--- src/rtl/countdown_timer.sv ---
// countdown_timer: BCD M:SS countdown core (0:00 .. 9:59) feeding the 7-segment decoder stage.
// An internal prescaler derives a one-second tick from clk. An IDLE/RUN/PAUSE/DONE machine
// decrements the count once per tick down to 0:00 and pulses done when it gets there.
//
// Ports:
//   clk                       system clock, all logic on the rising edge
//   reset                     synchronous active-high reset, clears everything
//   clear                     clear count to 0:00, prescaler to 0, state to IDLE
//   load                      latch clamped loadMin/loadDsec/loadSec (ignored in RUN)
//   loadMin/loadDsec/loadSec  BCD preset digits
//   start / stop              begin-or-resume / pause counting (level or pulse)
//   min/dSec/sec              current count digits, registered
//   running                   registered, high while in RUN
//   zero                      combinational, high whenever the count is 0:00
//   done                      registered one-cycle pulse on counting down to 0:00
`timescale 1ns / 1ps

module countdown_timer #(
  parameter int unsigned TICKS_PER_SEC = 50_000_000
) (
  input  logic       clk,
  input  logic       reset,
  input  logic       clear,
  input  logic       load,
  input  logic [3:0] loadMin,
  input  logic [3:0] loadDsec,
  input  logic [3:0] loadSec,
  input  logic       start,
  input  logic       stop,
  output logic [3:0] min,
  output logic [3:0] dSec,
  output logic [3:0] sec,
  output logic       running,
  output logic       zero,
  output logic       done
);

  localparam int unsigned PrescW = (TICKS_PER_SEC > 2) ? $clog2(TICKS_PER_SEC) : 1;
  localparam logic [PrescW-1:0] PrescLast = PrescW'(TICKS_PER_SEC - 1);

  typedef enum logic [1:0] {
    StIdle,
    StRun,
    StPause,
    StDone
  } state_e;

  state_e            state_q, state_d;
  logic [PrescW-1:0] presc_q, presc_d;
  logic [3:0]        min_q, min_d;
  logic [3:0]        dsec_q, dsec_d;
  logic [3:0]        sec_q, sec_d;
  logic              running_q, running_d;
  logic              done_q, done_d;

  logic [3:0]        dec_min, dec_dsec, dec_sec;
  logic              dec_zero;
  logic              count_zero;
  logic              tick;

  function automatic logic [3:0] clamp_digit(input logic [3:0] d, input logic [3:0] lim);
    return (d > lim) ? lim : d;
  endfunction

  assign count_zero = (min_q == 4'd0) && (dsec_q == 4'd0) && (sec_q == 4'd0);
  assign tick       = (presc_q == PrescLast);

  // One-second borrow chain. Never evaluated at 0:00 because RUN is left on reaching it.
  always_comb begin
    dec_min  = min_q;
    dec_dsec = dsec_q;
    dec_sec  = sec_q;
    if (sec_q != 4'd0) begin
      dec_sec = sec_q - 4'd1;
    end else begin
      dec_sec = 4'd9;
      if (dsec_q != 4'd0) begin
        dec_dsec = dsec_q - 4'd1;
      end else begin
        dec_dsec = 4'd5;
        dec_min  = min_q - 4'd1;
      end
    end
  end

  assign dec_zero = (dec_min == 4'd0) && (dec_dsec == 4'd0) && (dec_sec == 4'd0);

  // Next-state: clear > load > stop > start; load in RUN is treated as absent.
  always_comb begin
    state_d = state_q;
    presc_d = presc_q;
    min_d   = min_q;
    dsec_d  = dsec_q;
    sec_d   = sec_q;
    done_d  = 1'b0;

    if (clear) begin
      state_d = StIdle;
      presc_d = '0;
      min_d   = 4'd0;
      dsec_d  = 4'd0;
      sec_d   = 4'd0;
    end else if (load && (state_q != StRun)) begin
      state_d = StIdle;
      presc_d = '0;
      min_d   = clamp_digit(loadMin, 4'd9);
      dsec_d  = clamp_digit(loadDsec, 4'd5);
      sec_d   = clamp_digit(loadSec, 4'd9);
    end else begin
      unique case (state_q)
        StIdle, StPause: begin
          // Prescaler is left alone so a resume finishes the partial second.
          if (!stop && start && !count_zero) begin
            state_d = StRun;
          end
        end
        StRun: begin
          if (stop) begin
            state_d = StPause;
          end else if (tick) begin
            presc_d = '0;
            min_d   = dec_min;
            dsec_d  = dec_dsec;
            sec_d   = dec_sec;
            if (dec_zero) begin
              state_d = StDone;
              done_d  = 1'b1;
            end
          end else begin
            presc_d = presc_q + PrescW'(1);
          end
        end
        StDone: begin
          state_d = StDone;
        end
        default: begin
          state_d = StIdle;
        end
      endcase
    end

    running_d = (state_d == StRun);
  end

  always_ff @(posedge clk) begin
    if (reset) begin
      state_q   <= StIdle;
      presc_q   <= '0;
      min_q     <= 4'd0;
      dsec_q    <= 4'd0;
      sec_q     <= 4'd0;
      running_q <= 1'b0;
      done_q    <= 1'b0;
    end else begin
      state_q   <= state_d;
      presc_q   <= presc_d;
      min_q     <= min_d;
      dsec_q    <= dsec_d;
      sec_q     <= sec_d;
      running_q <= running_d;
      done_q    <= done_d;
    end
  end

  assign min     = min_q;
  assign dSec    = dsec_q;
  assign sec     = sec_q;
  assign running = running_q;
  assign done    = done_q;
  assign zero    = count_zero;

endmodule
--- config.mk ---
export PLATFORM = sky130hd
export DESIGN_NAME = countdown_timer
export DESIGN_NICKNAME = d
export VERILOG_FILES = /design/src/rtl/countdown_timer.sv
export SDC_FILE = /design/constraint.sdc
export NUM_CORES = 1
export LEC_CHECK = 0
export CORE_ASPECT_RATIO = 0.75
export CORE_MARGIN = 2
export CORE_UTILIZATION = 54
export DETAILED_ROUTE_END_ITERATION = 12
export GPL_TIMING_DRIVEN = 0
export PLACE_DENSITY = 0.79
export SYNTH_ARGS = -nofsm -noshare
export SYNTH_HDL_FRONTEND = slang
export SYNTH_SLANG_ARGS = --single-unit
--- constraint.sdc ---
create_clock -name clk -period 2.2 [get_ports clk]
set_input_delay 0.44 -clock clk [delete_from_list [all_inputs] [get_ports clk]]
set_output_delay 0.44 -clock clk [all_outputs]
set_load 0.03 [all_outputs]
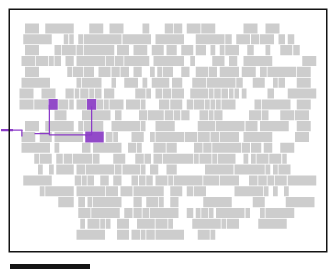
(images/port_nets.png)
Bar = 20 µm.
- purple: stop (bits 1; direction input; end cells 3; buffers 1; wire 33.3 µm)

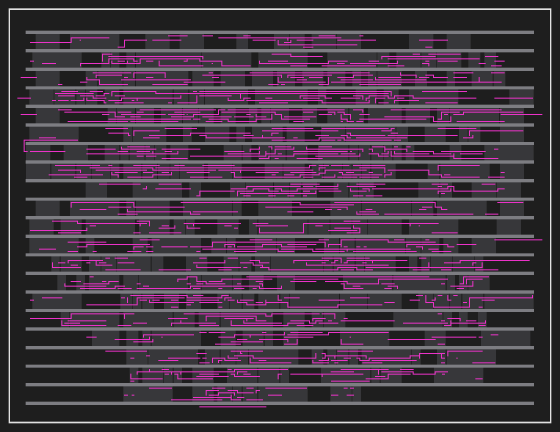
(images/met1.png)
Supply wires on this layer in grey.
- share of all routed wire: 52%
- wire length on this layer: 2800 µm
- longest straight run: 34.0 µm
- nets with wire on the layer: 290
- main direction: horizontal

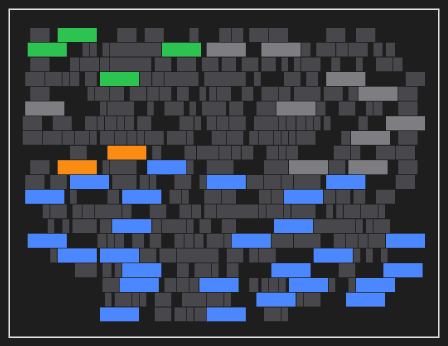
(images/registers.png)
Other sequential cells in the stronger grey, the rest of the logic in the fainter grey.
- green: dSec (flops 4; where north-west)
- blue: presc_q (flops 26)
- orange: state_q (flops 2)
- not coloured: 10

==> results.txt <==
Synthesis and place-and-route results.

- The flow ran to the end, and the final reports show no timing, DRC or antenna violations.
- The vias after detailed routing is 2090.
- For this run the detailed placement stage logged an HPWL of 3860 µm.
- The number of top-level pins is 33.
- Power spread over the standard cell area amounts to 529 nW/µm².
- The number of H-tree levels is 2.
- On the critical path, the stage with the largest delay is an instance of or3_1.
- The top layer used by detailed routing is met4.
- Summed over all cells, the static leakage comes to 0.921 nW.
- The commonest register cell is dfxtp_1.
- The post-placement cell area is 2680 µm².
- Entering global routing, the biggest net connects 14 pins.
- The number of enable flip-flop cells is 0.
- The worst hold path begins at presc_q[1].
- Per the skew report, the later register of the worst-skew pair sees a clock latency of 0.30 ns.
- The number of clock buffers inserted by TritonCTS is 5.
- 0 antenna diodes ended up in the layout.
- The endpoint of the worst hold path is presc_q[1].
- The total die size is 4780 µm².
- The finished cells cover 2830 µm².
- The post-synthesis average cell area is 8.77 µm².
- According to the timing report, the data required time at the worst endpoint equals 2.39 ns.
- The count of nets left with antenna violations after detail routing is 0.
- The synthesized instance count is 261.
- The worst register-to-register path depth is 9.
- In the CTS report, the clock slew at the register clock pins of the worst setup and hold paths is listed as 0.07 ns.
- Dividing the final minimum period by the clock period gives 93.3%.
- Yosys attributes the largest share of cell area to dfxtp_1 (37%), xnor2_1 (6.9%), nor2_1 (6.2%), xor2_1 (4.6%), nor4_1 (3.8%).
- TritonCTS built the clock tree.
- The synthesis warning total is 0.
- Routability-driven placement finished with a final weighted congestion of 0.875.
- The area fraction in and, or, nand and nor cells after synthesis is 35.4%.
- The post-CTS hold buffer count recorded in the log is 0.
- The xor and xnor area share after synthesis is 11.5%.
- The share of final-layout standard cells stronger than drive strength 1 is 13.7%.
- The transition at the pin with the smallest max-transition slack is 0.691 ns.
- The cell repeated most along the worst path is buf_6.
- The total DRC errors in the routed layout is 0.
- The worst slew margin relative to its limit is 53.7%.
- The core box area is 4050 µm².
- The maximum clock rate is 0.487 GHz.
- In the synthesized netlist, the dominant kind of combinational cell is simple AND/OR/NAND/NOR gates.
- After Yosys synthesis, full adders, half adders and majority gates account for 1.09% of the synthesized area.
- The worst clock skew is 0.00957 ns.
- The cell chosen for the clock root is clkbuf_8.
- The critical path data arrival time is 2.24 ns.
- The mapped cell area is 2290 µm².
- In the Yosys stats the netlist draws on 52 distinct library cells.
- The detailed-route wire length on metal 1 is 2800 µm.
- In this run, the synthesized area fraction spent on AND-OR/OR-AND gates is recorded as 11.3%.
- In this run the critical register-to-register path is launched from presc_q[0].
- The overall die height is 60.4 µm.
- The flop-to-flop setup slack is 0.15 ns.
- The count of max-cap constraint violations is 0.
- The end of the critical path is presc_q[23].
- The setup slack after placement is -0.168 ns.
- The final timing report lists a max-slew violation count of 0.
- The number of warning messages in the logs is 27.
- The shortest clock period the worst path allows after layout is 2.05 ns.
- The share of the core area taken by cells at floorplan is 56.5%.
- The number of antenna violations at the first check in global routing is 0.
- The most critical setup path has its startpoint at presc_q[0].
- The stat command in Yosys gives a chip area of 2290 µm².
- The share of flip-flops with an asynchronous set or reset is 0%.
- The synthesized design devotes to its leading area cell type 36.7% of total area.
- The highest net fanout along the worst path is 10.
- The final net count is 325.
- The library cells used most frequently in the layout, excluding fill and tap cells, are dfxtp_1 (42), nor2_1 (38), clkdlybuf4s50_1 (31).
- The peak-usage layer in the global routing report is met1.
- The routed design uses 2190 µm of met2 wire.
- The worst setup path is of the flop to flop kind.
- The post-synthesis to final-layout area growth is 23.6%.
- After synthesis, the design contains 261 cells according to Yosys.
- The via count of the first global-routing pass was 1832.
- During placement, the flow inserted port buffers numbering 32.
- The total met3 wirelength after detailed routing is 286 µm.
- The final count of negative-setup-slack endpoints is 0.
- The starting DRC count in detailed routing is 182.
- STA classifies the critical path startpoint as a flop.
- The first-pass GRT wire length is 8830 µm.
- The STA report counts the stages on the worst setup path as 9.
- The portion of synthesized area spent on multiplexers is 0.437%.
- STA classifies the critical path endpoint as a flop.
- Hold-check failures listed in the final report amount to 0.
- The total global routing overflow is 0.
- The sequential cell area fraction in the yosys report is 36.7%.
- Setup repair after global routing could not meet its margin everywhere.
- The iteration count recorded for the first detailed-route pass is 4.
- Among all stages on the critical path, the maximum delay recorded is 0.40 ns.
- The maximum VDD drop is 0.386 mV.
- Per the OpenROAD floorplan log, the width of the die is 79.2 µm.
- The buffering stage count on the worst path with inverters included is 3.
- The worst hold path passes through 2 cells.
- In this run the core area contains 20 standard-cell rows.
- The global-route total usage across every layer is 24.0%.
- The cell family contributing the most delay on the critical path is simple AND/OR/NAND/NOR gates.
- TritonCTS reports the number of clock sinks as 42.
- The number of buffers on the longest clock path is 2.
- The number of nets in the synthesized netlist is 281.
- The leading cell type in the layout, fill and taps excluded is dfxtp_1.
- The capture point of the worst register-to-register path is recorded as presc_q[23].
- Listed in order, past its start point the critical path passes ha_1 -> and3_1 -> clkbuf_4 -> nand4_4 -> or3_1 -> buf_6 -> nand3_4 -> buf_6 -> nor2_1.
- Using the TritonRoute via totals, the vias-per-cell ratio works out to 5.79.
- The detailed router reported a total wirelength of 5330 µm.
- Counting flops and latches in the post-synthesis netlist gives 42.
- The final worst-path setup slack is 0.147 ns.
- Per the synthesis report, the dominant area consumer among library cells is dfxtp_1.
- The most critical min-delay path falls under flop to flop.
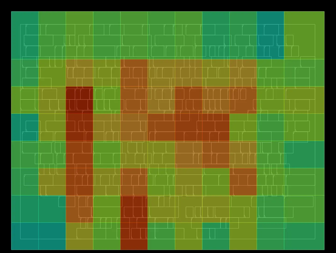
(images/final_congestion.png)
met1 Usage GRT: 36.8%
utilization after layout: 69.8%
global routing usage on met2: 33.7%
GR Util met3: 4.91%
routed wire length per instance: 14.8 µm

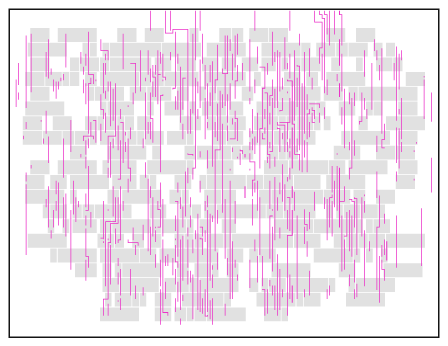
(images/met2.png)
- nets with wire on the layer: 264
- wire length on this layer: 2190 µm
- longest straight run: 21.8 µm
- main direction: vertical
- share of all routed wire: 41%

-- cells in the mapped netlist (all sizes together), types with 4 or more instances --
library cell	n
nor2	38
nand3	9
xnor2	18
xor2	12
nand2	22
buf	9
dfxtp	42
and3	6
or3	4
nor3	5
nand4	14
a21oi	9
o21ai	12
nor4	18
-- cell type report --
| class | count | area (µm²) |
|---|---|---|
| Inverter | 2 | 7.51 |
| Fill cell | 323 | 1230 |
| Sequential cell | 42 | 841 |
| Clock inverter | 2 | 12.5 |
| Timing Repair Buffer | 37 | 353 |
| Tap cell | 55 | 68.8 |
| Multi-Input combinational cell | 205 | 1390 |
| Clock buffer | 6 | 82.6 |
| Buffer | 12 | 77.6 |
-- stage by stage --
stage                     instances  total power [mW]  setup TNS [ns]  hold slack, ns
after global placement          348             0.977           -3.05           0.462
after floorplan                 261             0.901               0           0.449
after detailed placement        348             0.979           -4.06           0.489
after global routing            361              1.55        -0.00197           0.535
after CTS                       358              1.50               0           0.501
final                           361              1.50               0           0.496
-- worst register-to-register path, delay by kind of cell, from the launching register on --
kind / cells / cell delay (ns)
adder cells (fa/ha/maj): 1 / 0.17
AND/OR/NAND/NOR: 5 / 0.92
buffers and inverters: 3 / 0.50
flip-flops: 1 / 0.37
-- where the power goes --
group | switching, mW | internal [mW] | total, mW
Clock | 0.275 | 0.252 | 0.527
Combinational | 0.101 | 0.0860 | 0.187
Sequential | 0.0143 | 0.768 | 0.782
-- registers in the layout (all words and copies together) (netlist names) --
| name | cells |
|---|---|
| done | 1 |
| dSec | 4 |
| state_q | 2 |
| min | 4 |
| presc_q | 26 |
| running | 1 |
| sec | 4 |
-- what timing repair did --
item                       in CTS  in global routing
setup buffers                   2                  3
gates resized                   2                  5
setup endpoints to repair       1                 24
pin swaps                       2                  0
Power figures rest on the tool's default switching activity, not on a simulated workload.
